**src/rtl/riscv_pkg.sv**
```systemverilog
// Shared RV32 definitions used by the fetch stage and its skid buffer.
package riscv_pkg;

  localparam int XLEN = 32;
  localparam logic [XLEN-1:0] NOP_INSTR        = 32'h0000_0013;
  localparam logic [XLEN-1:0] RESET_PC_DEFAULT = 32'h0000_0000;

  typedef enum logic {
    S_BOOT  = 1'b0,
    S_FETCH = 1'b1
  } fetch_state_e;

  function automatic logic [XLEN-1:0] word_align(input logic [XLEN-1:0] addr);
    return {addr[XLEN-1:2], 2'b00};
  endfunction

endpackage

```
**src/rtl/fetch_skid_buffer.sv**
```systemverilog
// One-entry {instruction, pc} store that catches a fetched word while decode is stalled.
module fetch_skid_buffer
  import riscv_pkg::*;
(
  input  logic            clk,
  input  logic            reset,
  input  logic            load,
  input  logic            drain,
  input  logic            flush,
  input  logic [XLEN-1:0] load_instr,
  input  logic [XLEN-1:0] load_pc,
  output logic            valid,
  output logic [XLEN-1:0] instr,
  output logic [XLEN-1:0] pc
);

  // flush beats load so a redirect never leaves a wrong-path word behind
  always_ff @(posedge clk) begin
    if (reset) begin
      valid <= 1'b0;
      instr <= NOP_INSTR;
      pc    <= '0;
    end else if (flush) begin
      valid <= 1'b0;
    end else if (load) begin
      valid <= 1'b1;
      instr <= load_instr;
      pc    <= load_pc;
    end else if (drain) begin
      valid <= 1'b0;
    end
  end

endmodule

```
**src/rtl/instruction_fetch_stage.sv**
```systemverilog
// Fetch stage with IF/ID register: owns the PC, drives a busywait instruction port,
// absorbs decode stalls in a skid buffer and squashes wrong-path fetches on redirect.
module instruction_fetch_stage
  import riscv_pkg::*;
#(
  parameter logic [31:0] RESET_PC  = riscv_pkg::RESET_PC_DEFAULT,
  parameter logic [31:0] NOP_INSTR = riscv_pkg::NOP_INSTR
) (
  input  logic         CLK,
  input  logic         RESET,
  output logic         imem_read,
  output logic [31:0]  imem_addr,
  input  logic [31:0]  imem_readdata,
  input  logic         imem_busywait,
  input  logic         stall,
  input  logic         redirect,
  input  logic [31:0]  redirect_target,
  output logic [31:0]  if_id_instruction,
  output logic [31:0]  if_id_pc,
  output logic [31:0]  if_id_pc_plus4,
  output logic         if_id_valid,
  output fetch_state_e fetch_state
);

  // Memory handshake: a request is imem_read=1 with imem_addr stable; it completes at the
  // first rising edge where imem_busywait=0, and imem_readdata is valid in that cycle.
  // A request, once raised, is never withdrawn or re-addressed before it completes.

  fetch_state_e state_q, state_d;
  logic [31:0]  pc_q;
  logic [31:0]  kill_addr_q;
  logic         kill_q;

  logic         buf_valid;
  logic [31:0]  buf_instr;
  logic [31:0]  buf_pc;

  logic         accept;
  logic         outstanding;
  logic         fresh;
  logic         buf_load;
  logic         buf_drain;

  always_ff @(posedge CLK) begin
    if (RESET) state_q <= S_BOOT;
    else       state_q <= state_d;
  end

  always_comb begin
    state_d   = state_q;
    imem_read = 1'b0;
    case (state_q)
      S_BOOT:  state_d   = S_FETCH;
      S_FETCH: imem_read = ~buf_valid;
      default: state_d   = S_BOOT;
    endcase
  end

  assign fetch_state = state_q;
  assign imem_addr   = kill_q ? kill_addr_q : pc_q;
  assign accept      = imem_read & ~imem_busywait;
  assign outstanding = imem_read & imem_busywait;
  // a completed access carries a usable word only if it is neither killed nor redirected away
  assign fresh       = accept & ~kill_q & ~redirect;
  assign buf_load    = fresh & stall;
  assign buf_drain   = ~redirect & ~stall & buf_valid;

  always_ff @(posedge CLK) begin
    if (RESET) begin
      pc_q        <= RESET_PC;
      kill_q      <= 1'b0;
      kill_addr_q <= RESET_PC;
    end else begin
      if (redirect)             pc_q <= word_align(redirect_target);
      else if (accept & ~kill_q) pc_q <= pc_q + 32'd4;

      if (kill_q) begin
        if (accept) kill_q <= 1'b0;
      end else if (redirect & outstanding) begin
        kill_q      <= 1'b1;
        kill_addr_q <= pc_q;
      end
    end
  end

  always_ff @(posedge CLK) begin
    if (RESET) begin
      if_id_instruction <= NOP_INSTR;
      if_id_pc          <= 32'd0;
      if_id_pc_plus4    <= 32'd4;
      if_id_valid       <= 1'b0;
    end else if (redirect) begin
      if_id_instruction <= NOP_INSTR;
      if_id_valid       <= 1'b0;
    end else if (~stall) begin
      if (buf_valid) begin
        if_id_instruction <= buf_instr;
        if_id_pc          <= buf_pc;
        if_id_pc_plus4    <= buf_pc + 32'd4;
        if_id_valid       <= 1'b1;
      end else if (fresh) begin
        if_id_instruction <= imem_readdata;
        if_id_pc          <= pc_q;
        if_id_pc_plus4    <= pc_q + 32'd4;
        if_id_valid       <= 1'b1;
      end else begin
        if_id_instruction <= NOP_INSTR;
        if_id_valid       <= 1'b0;
      end
    end
  end

  fetch_skid_buffer u_skid (
    .clk        (CLK),
    .reset      (RESET),
    .load       (buf_load),
    .drain      (buf_drain),
    .flush      (redirect),
    .load_instr (imem_readdata),
    .load_pc    (pc_q),
    .valid      (buf_valid),
    .instr      (buf_instr),
    .pc         (buf_pc)
  );

endmodule

```
**config.mk**
```make
export PLATFORM = sky130hd
export DESIGN_NAME = instruction_fetch_stage
export DESIGN_NICKNAME = d
export VERILOG_FILES = /design/src/rtl/riscv_pkg.sv /design/src/rtl/fetch_skid_buffer.sv /design/src/rtl/instruction_fetch_stage.sv
export SDC_FILE = /design/constraint.sdc
export NUM_CORES = 1
export LEC_CHECK = 0
export ABC_AREA = 1
export CAP_MARGIN = 10
export CORE_MARGIN = 3
export CORE_UTILIZATION = 30
export DETAILED_ROUTE_END_ITERATION = 12
export PLACE_DENSITY = 0.6
export SYNTH_ARGS = -nofsm -noshare
export SYNTH_HDL_FRONTEND = slang
export SYNTH_SLANG_ARGS = --single-unit
```
**constraint.sdc**
```tcl
create_clock -name CLK -period 1.69 [get_ports CLK]
set_input_delay 0.169 -clock CLK [delete_from_list [all_inputs] [get_ports CLK]]
set_output_delay 0.169 -clock CLK [all_outputs]
set_load 0.02 [all_outputs]
```
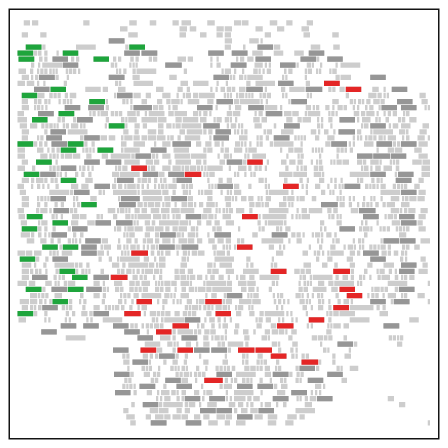
Fig. 1. Where the registers sit (run 1).
Key: green = `if_id_instruction` [sequential cells 32]; red = `u_skid.pc` [sequential cells 30]
Another 156 sequential cells are not coloured.
total sequential power: 5.49 mW
sequential cell area: 4412 sq um
Final Core Density: 0.4944
sequential cell area share: 0.2642

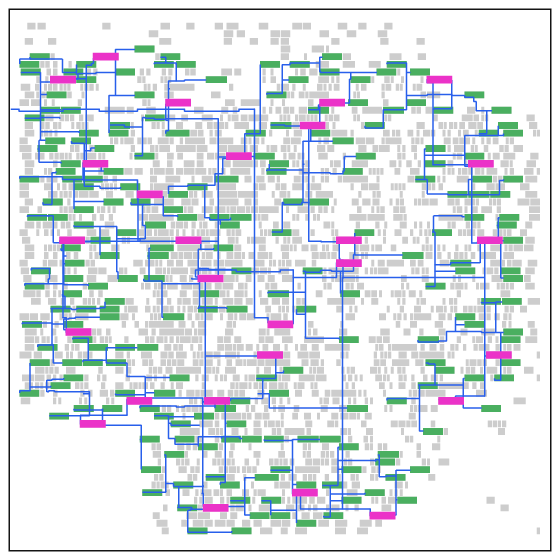
Fig. 2. Routed clock nets over the placement (run 1).
Key: green = flip-flops [count 218]; blue = clock wires [length 3,500 microns]; magenta = clock drivers [count 27]
Position of the flops: all over the die.
clock network power share: 0.459
worst skew pair latency: 0.56 ns
worst clock skew on the final layout: 0.008646 ns

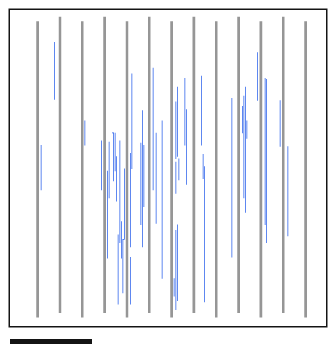
Fig. 3. M4 wires (run 1).
Bar = 50 microns. Supply wires on this layer in grey.
The wires run mostly vertical. The longest straight run is 99.3 microns. The layer holds 4.5% of the routed length. The layer carries 2,020 microns of wire.
wire length after detailed routing: 45,020 microns
total number of vias: 11,900

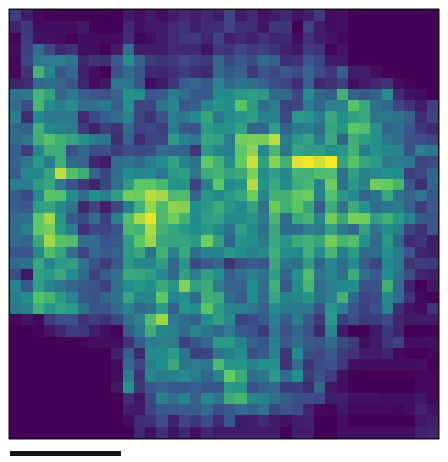
Fig. 4. Wire density map (run 1).
Bar = 50 microns. The die is cut into 38 by 38 equal tiles; dark purple is low, yellow is high, scaled to the fullest tile. Values are wire area over tile area, all layers added.
The mean over all tiles is 0.20. The fullest tile reaches 0.66. The densest ninth of the die: middle. 13% of the tiles are nearly empty.
total routing resource utilization after global routing: 0.2188
final routed wire length divided by cell count: 18.68 microns

## run 1: metal layers
metal | up-vias | global-route usage
met3 | 100 | 0.04508
li1 | 5832 | -
met2 | 412 | 0.3750
met4 | 0 | 0.08210
met1 | 5552 | 0.2702
met5 | - | 0
## run 1: timing repair
item / 4_1_cts / 5_1_grt
gates resized: 284 / 333
pin swaps: 11 / 57
gates cloned: 0 / 15
setup buffers: 3 / 14
setup endpoints to repair: 129 / 194
## run 1: final cells by class
| type | count | area [sq um] | share of cell area |
|---|---|---|---|
| Tap cell | 448 | 560.5 | 0.03356 |
| Clock inverter | 14 | 162.7 | 0.009739 |
| Inverter | 94 | 371.6 | 0.02225 |
| Timing Repair Buffer | 440 | 4265 | 0.2554 |
| Sequential cell | 218 | 4412 | 0.2642 |
| Clock buffer | 35 | 777.0 | 0.04652 |
| Multi-Input combinational cell | 1161 | 6152 | 0.3684 |
## run 1: report_power, final
part / leakage, nW / total, mW / internal (mW) / switching (mW)
clock: 0.471 / 6.20 / 3.70 / 2.50
combinational: 5.10 / 1.83 / 0.806 / 1.02
sequential: 1.79 / 5.49 / 5.33 / 0.155
total: 7.36 / 13.5 / 9.84 / 3.67
## run 1: how the worst min path moves through the flow
stage	start	endpoint	cells past startpoint
6_report	redirect_target[5]	pc_q[5]$_SDFFE_PP0P_	3
5_1_grt	imem_readdata[14]	if_id_instruction[14]$_SDFFE_PP0N_	3
4_1_cts	redirect_target[5]	pc_q[5]$_SDFFE_PP0P_	3
3_5_place_dp	if_id_pc_plus4[7]$_SDFFE_PP0P_	if_id_pc_plus4[7]$_SDFFE_PP0P_	2
3_3_place_gp	u_skid.instr[1]$_SDFFE_PP1P_	u_skid.instr[1]$_SDFFE_PP1P_	2
2_1_floorplan	imem_readdata[0]	u_skid.instr[0]$_SDFFE_PP1P_	2
## run 1: state kept, by name (all words and copies together) (netlist names)
name               cells
if_id_instruction     32
u_skid.instr          32
if_id_pc              30
if_id_pc_plus4        30
kill_addr_q           30
pc_q                  30
u_skid.pc             30
fetch_state            1
if_id_valid            1
kill_q                 1
u_skid.valid           1
## run 1: cells in the mapped netlist (3+ instances only)
| master | count |
|---|---|
| nand3_1 | 70 |
| xor2_1 | 25 |
| buf_2 | 14 |
| buf_4 | 14 |
| inv_1 | 89 |
| nand2_2 | 4 |
| o21ai_1 | 14 |
| a21oi_1 | 144 |
| mux2i_1 | 3 |
| nor2_2 | 5 |
| nor2_4 | 3 |
| o21ai_0 | 220 |
| nand2_1 | 415 |
| inv_2 | 4 |
| dfxtp_1 | 218 |
| nor2_1 | 212 |
| a31oi_1 | 21 |
| clkbuf_1 | 68 |
## run 1: critical path, stage by stage (launching register included)
cell,delay (ns)
dfxtp_4,0.47
buf_12,0.18
nand2_1,0.06
o21ai_1,0.08
buf_4,0.14
buf_6,0.11
## run 1: logic make-up (layout without fill, tap and decap cells)
logic type	Yosys count	count (layout)	share of synthesized area
AND/OR/NAND/NOR	719	720	0.2759
AND-OR/OR-AND	404	404	0.1989
flip-flops	218	218	0.4203
buffers and inverters	193	583	0.07724
XOR/XNOR	26	26	0.02193
multiplexers	3	3	0.002892
adder cells (fa/ha/maj)	2	2	0.002410
other	1	6	0.0003611
==> README.md, run 1 <==
| Item | Reported | Unit |
| --- | --- | --- |
| Number of placed instances, taps included | 2,329 | - |
| Max-slew headroom at the worst pin | 0.6684 | - |
| Hold violation total from the final report | 0 | - |
| Maximum number of pins on one net before global-route repair | 89 | - |
| Top Metal Used | met4 | - |
| Core area | 33,780 | sq um |
| Mapped Area | 10,380 | sq um |
| Cell area power density | 809.0 | nW/um^2 |
| VDD IR-drop max | 0.8885 | mV |
| Std-Cell Rows | 67 | - |
| Remaining antenna violation count after routing | 0 | - |
| Max Cap Violations | 0 | - |
| Fillers | 3,309 | - |
| R2r setup slk | -0.05 | ns |
| Number of sinks handled by clock tree synthesis | 218 | - |
| Number of warnings printed during yosys synthesis | 0 | - |
| Highest attainable clock frequency | 561.7 | MHz |
| Post-Route Hold Slack | 0.1719 | ns |
| Met3 WL | 3301 | microns |
| Maximum fanout count along the critical path | 20 | - |
| Antenna violations before repair | 0 | - |
| Violations in the final reports | negative setup slack | - |
| # IOs | 200 | - |
| Share of layout cells above drive strength 1 | 0.2864 | - |
| Number of cells on the worst reg-to-reg path | 11 | - |
| Antenna diode count | 0 | - |
| Required time at the worst-slack endpoint | 1.52 | ns |
| Count of H-tree levels built during CTS | 1 | - |
| CTS root buf | clkbuf_16 | - |
| Die outline height | 192.0 | microns |
| Worst slack at placement | -0.2580 | ns |
| Most frequently placed logic cell in the final layout | nand2_1 | - |
| Instance count of the mapped netlist | 1,566 | - |
| Fraction of the yosys area taken by sequential cells | 0.4203 | - |
| Kind of start point of the critical path | flop | - |
| Number of standard cells reported by yosys | 1,566 | - |
| Input/output buffers | 191 | - |
| Post-CTS Hold Fix Bufs | 0 | - |
| Cell type with the largest total area after synthesis | dfxtp_1 | - |
| FF+latch count, synth | 218 | - |
| Setup TNS | -1.242 | ns |
| HPWL after detailed placement | 30,110 | microns |
| TritonCTS Buffers | 27 | - |
| Area growth from synthesis to layout | 60.84 | % |
| Vias in the first global route | 11,220 | - |
| Area share of the largest cell type after synthesis | 0.4203 | - |
| Synthesized area per cell | 6.631 | sq um |
| Terminus of the critical flop-to-flop path | if_id_pc[7]$_SDFFE_PP0P_ | - |
| Min-Delay Path Class | in -> reg | - |
| Most used flip-flop cell | dfxtp_1 | - |
| Async set-reset flop share out of synthesis | 0 | - |
| Router iterations before antenna repair | 8 | - |
| Chip area in the Yosys report | 10,380 | sq um |
| Final cell area excluding filler cells | 16,700 | sq um |
| Crit share post-route | 1.053 | - |
| Met1 wire length | 18,330 | microns |
| Clock transition at the register clock pins on the worst setup and hold paths after CTS | 0.06 | ns |
| Global route overflow | 0 | - |
| Critical Path Sink Type | output port | - |
| Final Max Slew Viols | 0 | - |
| Unrepaired setup endpoints after global routing | yes | - |
| Count of distinct cell types in the synthesized netlist | 35 | - |
| Total Power | 13.51 | mW |
| Tmin final | 1.780 | ns |
| Instance area at placement | 14,290 | sq um |
| Clock buffer depth | 3 | - |
| Die width | 192.0 | microns |
| Post-route insts no fill | 2,410 | - |
| Setup crit start | kill_q$_SDFF_PP0_ | - |
| Count of endpoints failing setup in the final report | 51 | - |
| Crit path capture | imem_addr[31] | - |
| Run status | finished, violations left | - |
| Layout net count | 2,013 | - |
| DRC | 0 | - |
| First-pass GRT wire length | 63,360 | microns |
| Most frequent cells in the layout | nand2_1, buf_4, dfxtp_1 | - |
| FF-to-FF Start | kill_q$_SDFF_PP0_ | - |
| Leading cell types by total area after synthesis | dfxtp_1, nand2_1, o21ai_0 | - |
| Final setup margin | -0.09018 | ns |
| Die Size | 36,880 | sq um |
| Crit path DAT | 1.61 | ns |
| CTS tree | yes | - |
## Run 2: what changed since run 1
Settings changed: CTS_CLUSTER_DIAMETER set to 30.
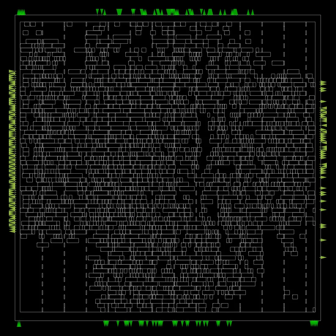
Fig. 5. Placement view (run 2).
post-route insts no fill: 2,480
Std-Cell Rows: 67

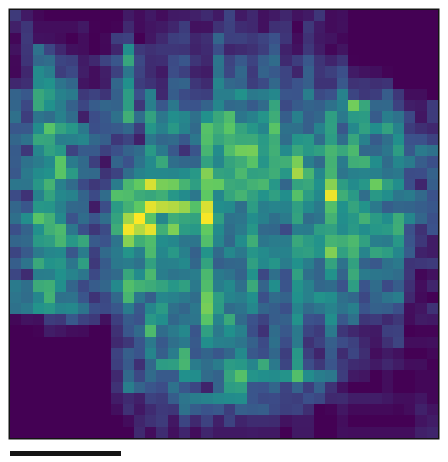
Fig. 6. Wire density map (run 2).
Bar = 50 microns. The die is cut into 38 by 38 equal tiles; dark purple is low, yellow is high, scaled to the fullest tile. Values are wire area over tile area, all layers added.
13% of the tiles are nearly empty. The fullest tile reaches 0.70. The emptiest ninth of the die: bottom left.
total routing resource utilization after global routing: 0.2242
wire length after detailed routing: 47,200 microns
total number of vias: 12,300

==> run 2 against run 1 <==
  * The run still ends with negative setup slack left
  * Clock power grew 82%
  * Total power grew 39%
  * Core utilization grew 4.9 points
  * Via count grew 3.4%
  * Wire length grew 4.8%
  * Global-route usage grew 0.54 points
  * Die area is the same
  * Largest power group unchanged
  * Highest routed layer unchanged
==> README.md, run 2 <==
| Item | Reported | Unit |
| --- | --- | --- |
| Number of sinks handled by clock tree synthesis | 218 | - |
| Most frequently placed logic cell in the final layout | nand2_1 | - |
| Tmin final | 1.809 | ns |
| Global route overflow | 0 | - |
| Die Size | 36,880 | sq um |
| VDD IR-drop max | 0.7183 | mV |
| Most used flip-flop cell | dfxtp_1 | - |
| Antenna diode count | 0 | - |
| Instance count of the mapped netlist | 1,566 | - |
| Async set-reset flop share out of synthesis | 0 | - |
| Worst clock skew on the final layout | 0.02089 | ns |
| Router iterations before antenna repair | 5 | - |
| Input/output buffers | 191 | - |
| Required time at the worst-slack endpoint | 2.15 | ns |
| Hold violation total from the final report | 0 | - |
| CTS tree | yes | - |
| Maximum fanout count along the critical path | 4 | - |
| CTS root buf | clkbuf_16 | - |
| Layout net count | 2,056 | - |
| Count of distinct cell types in the synthesized netlist | 35 | - |
| Highest attainable clock frequency | 552.7 | MHz |
| Unrepaired setup endpoints after global routing | yes | - |
| Number of warnings printed during yosys synthesis | 0 | - |
| TritonCTS Buffers | 58 | - |
| Critical Path Sink Type | flop | - |
| Die width | 192.0 | microns |
| Crit path DAT | 2.27 | ns |
| Number of cells on the worst reg-to-reg path | 12 | - |
| Area share of the largest cell type after synthesis | 0.4203 | - |
| Worst skew pair latency | 0.58 | ns |
| Post-CTS Hold Fix Bufs | 0 | - |
| Final Max Slew Viols | 0 | - |
| Final setup margin | -0.1193 | ns |
| Violations in the final reports | negative setup slack | - |
| Top cell types by occurrence after synthesis | nand2_1, o21ai_0, dfxtp_1, nor2_1, a21oi_1 | - |
| First-pass GRT wire length | 64,830 | microns |
| HPWL after detailed placement | 30,110 | microns |
| Run status | finished, violations left | - |
| Kind of start point of the critical path | flop | - |
| Crit path capture | pc_q[31]$_SDFFE_PP0P_ | - |
| Critical path class | reg -> reg | - |
| Max-slew headroom at the worst pin | 0.6538 | - |
| Share of layout cells above drive strength 1 | 0.3292 | - |
| Regs by FF count | if_id_instruction: 32 flops, u_skid.instr: 32 flops | - |
| Die outline height | 192.0 | microns |
| Vias in the first global route | 11,620 | - |
| Cell with the most instances after synthesis | nand2_1 | - |
| Maximum number of pins on one net before global-route repair | 89 | - |
| Core area | 33,780 | sq um |
| Number of placed instances, taps included | 2,329 | - |
| Antenna violations before repair | 0 | - |
| Area growth from synthesis to layout | 76.77 | % |
| Number of standard cells reported by yosys | 1,566 | - |
| FF-to-FF Start | pc_q[2]$_SDFFE_PP0P_ | - |
| Setup crit start | pc_q[2]$_SDFFE_PP0P_ | - |
| Terminus of the critical flop-to-flop path | pc_q[31]$_SDFFE_PP0P_ | - |
| Chip area in the Yosys report | 10,380 | sq um |
| Instance area at placement | 14,290 | sq um |
| Fraction of the yosys area taken by sequential cells | 0.4203 | - |
| Synthesized area per cell | 6.631 | sq um |
| Max Cap Violations | 0 | - |
| Mapped Area | 10,380 | sq um |
| Count of endpoints failing setup in the final report | 57 | - |
| # IOs | 200 | - |
| Final cell area excluding filler cells | 18,360 | sq um |
| DRC | 0 | - |
| Final routed wire length divided by cell count | 19.03 | microns |
| FF+latch count, synth | 218 | - |
| Clock buffer depth | 3 | - |
| Most frequent cells in the layout | nand2_1, buf_4, dfxtp_1 | - |
| Count of H-tree levels built during CTS | 2 | - |
| Leading cell types by total area after synthesis | dfxtp_1, nand2_1, o21ai_0 | - |
| Cell type with the largest total area after synthesis | dfxtp_1 | - |
| Min-Delay Path Class | in -> reg | - |
| Cell area power density | 1024 | nW/um^2 |
| Remaining antenna violation count after routing | 0 | - |
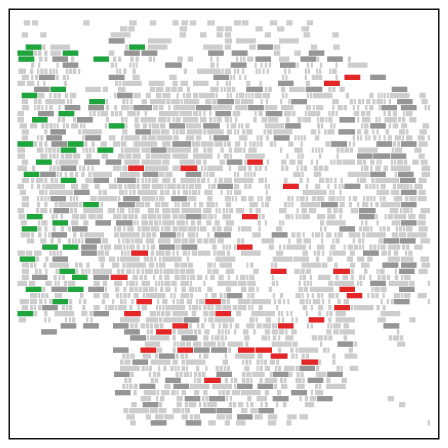
Fig. 7. Where the registers sit (run 2).
Key: red = `u_skid.pc` [sequential cells 30]; green = `if_id_instruction` [sequential cells 32]
Final Core Density: 0.5433
sequential cell area share: 0.2400
sequential cell area: 4405 sq um

-- run 2: cell counts after synthesis --
Identical to the previous run, type by type.
-- run 2: metrics by stage --
stage	util	power, mW	hold WS, ns	setup TNS [ns]	setup WS [ns]
floorplan	-	6.307	0.2822	-0.01570	-0.01570
global placement	0.4229	7.229	0.4511	-20.33	-0.2409
detailed placement	0.4229	7.242	0.4561	-23.07	-0.2580
CTS	0.4855	18.61	0.1520	-1.414	-0.2152
global route	0.5433	19.39	0.1657	-9.268	-0.2064
finish	0.5433	18.80	0.1663	-2.611	-0.1193
-- run 2: how the worst min path moves through the flow --
stage                                   startpoint                                 end  cells after the start
floorplan                         imem_readdata[0]        u_skid.instr[0]$_SDFFE_PP1P_                      2
global placement      u_skid.instr[1]$_SDFFE_PP1P_        u_skid.instr[1]$_SDFFE_PP1P_                      2
detailed placement  if_id_pc_plus4[7]$_SDFFE_PP0P_      if_id_pc_plus4[7]$_SDFFE_PP0P_                      2
CTS                             redirect_target[5]                pc_q[5]$_SDFFE_PP0P_                      3
global route                     imem_readdata[14]  if_id_instruction[14]$_SDFFE_PP0N_                      3
finish                          redirect_target[5]                pc_q[5]$_SDFFE_PP0P_                      3
-- run 2: critical path, cell delays in order, from the launching register on --
cell and delay, ns:
dfxtp_2 0.34, buf_6 0.11, clkinvlp_4 0.15, nor2_4 0.21
nand2_2 0.12, nor2_2 0.12, buf_6 0.16, buf_6 0.11
nand2_2 0.05, nand2_2 0.11, nand2_2 0.06, a21oi_2 0.11
nor2_1 0.04
-- run 2: final cells by class --
class | instances | area (sq um)
flip-flops and latches | 218 | 4405
repair buffers | 453 | 4543
inverters | 94 | 394.1
clock buffers | 78 | 1637
multi-input cells | 1160 | 6407
clock inverters | 29 | 407.9
well taps | 448 | 560.5
fillers | 3118 | 15430
-- run 2: timing repair --
| action | 4_1_cts | 5_1_grt |
|---|---|---|
| buffers inserted | 7 | 21 |
| gates resized | 299 | 416 |
| cloned | 1 | 18 |
| pin swaps | 14 | 70 |
| endpoints found under the setup margin | 147 | 185 |
-- run 2: where the power goes --
| part | leakage, nW | internal, mW | switching, mW | total [mW] |
|---|---|---|---|---|
| Clock | 0.991 | 7.94 | 3.40 | 11.3 |
| Combinational | 5.27 | 0.866 | 1.08 | 1.95 |
| Sequential | 1.79 | 5.36 | 0.155 | 5.51 |
| Total | 8.04 | 14.2 | 4.64 | 18.8 |
-- run 2: kinds of logic (layout without fill, tap and decap cells) --
kind of cell,after synthesis,count (layout),share of synthesized area
compound gates,404,404,0.1989
fa+ha+maj,2,2,0.002410
buf+inv,193,654,0.07724
xor+xnor,26,26,0.02193
simple gates,719,719,0.2759
other cells,1,6,0.0003611
mux,3,3,0.002892
flops,218,218,0.4203
-- run 2: metal layers --
metal  part of all wire  global-route usage  vias up
li1                   -                   -     5949
met1               0.40              0.2703     5743
met2               0.48              0.3869      477
met3              0.073             0.05238      128
met4              0.044             0.08546        0
met5                  0                   0        -
No activity file was given, so power comes from the tool's default toggle rates.
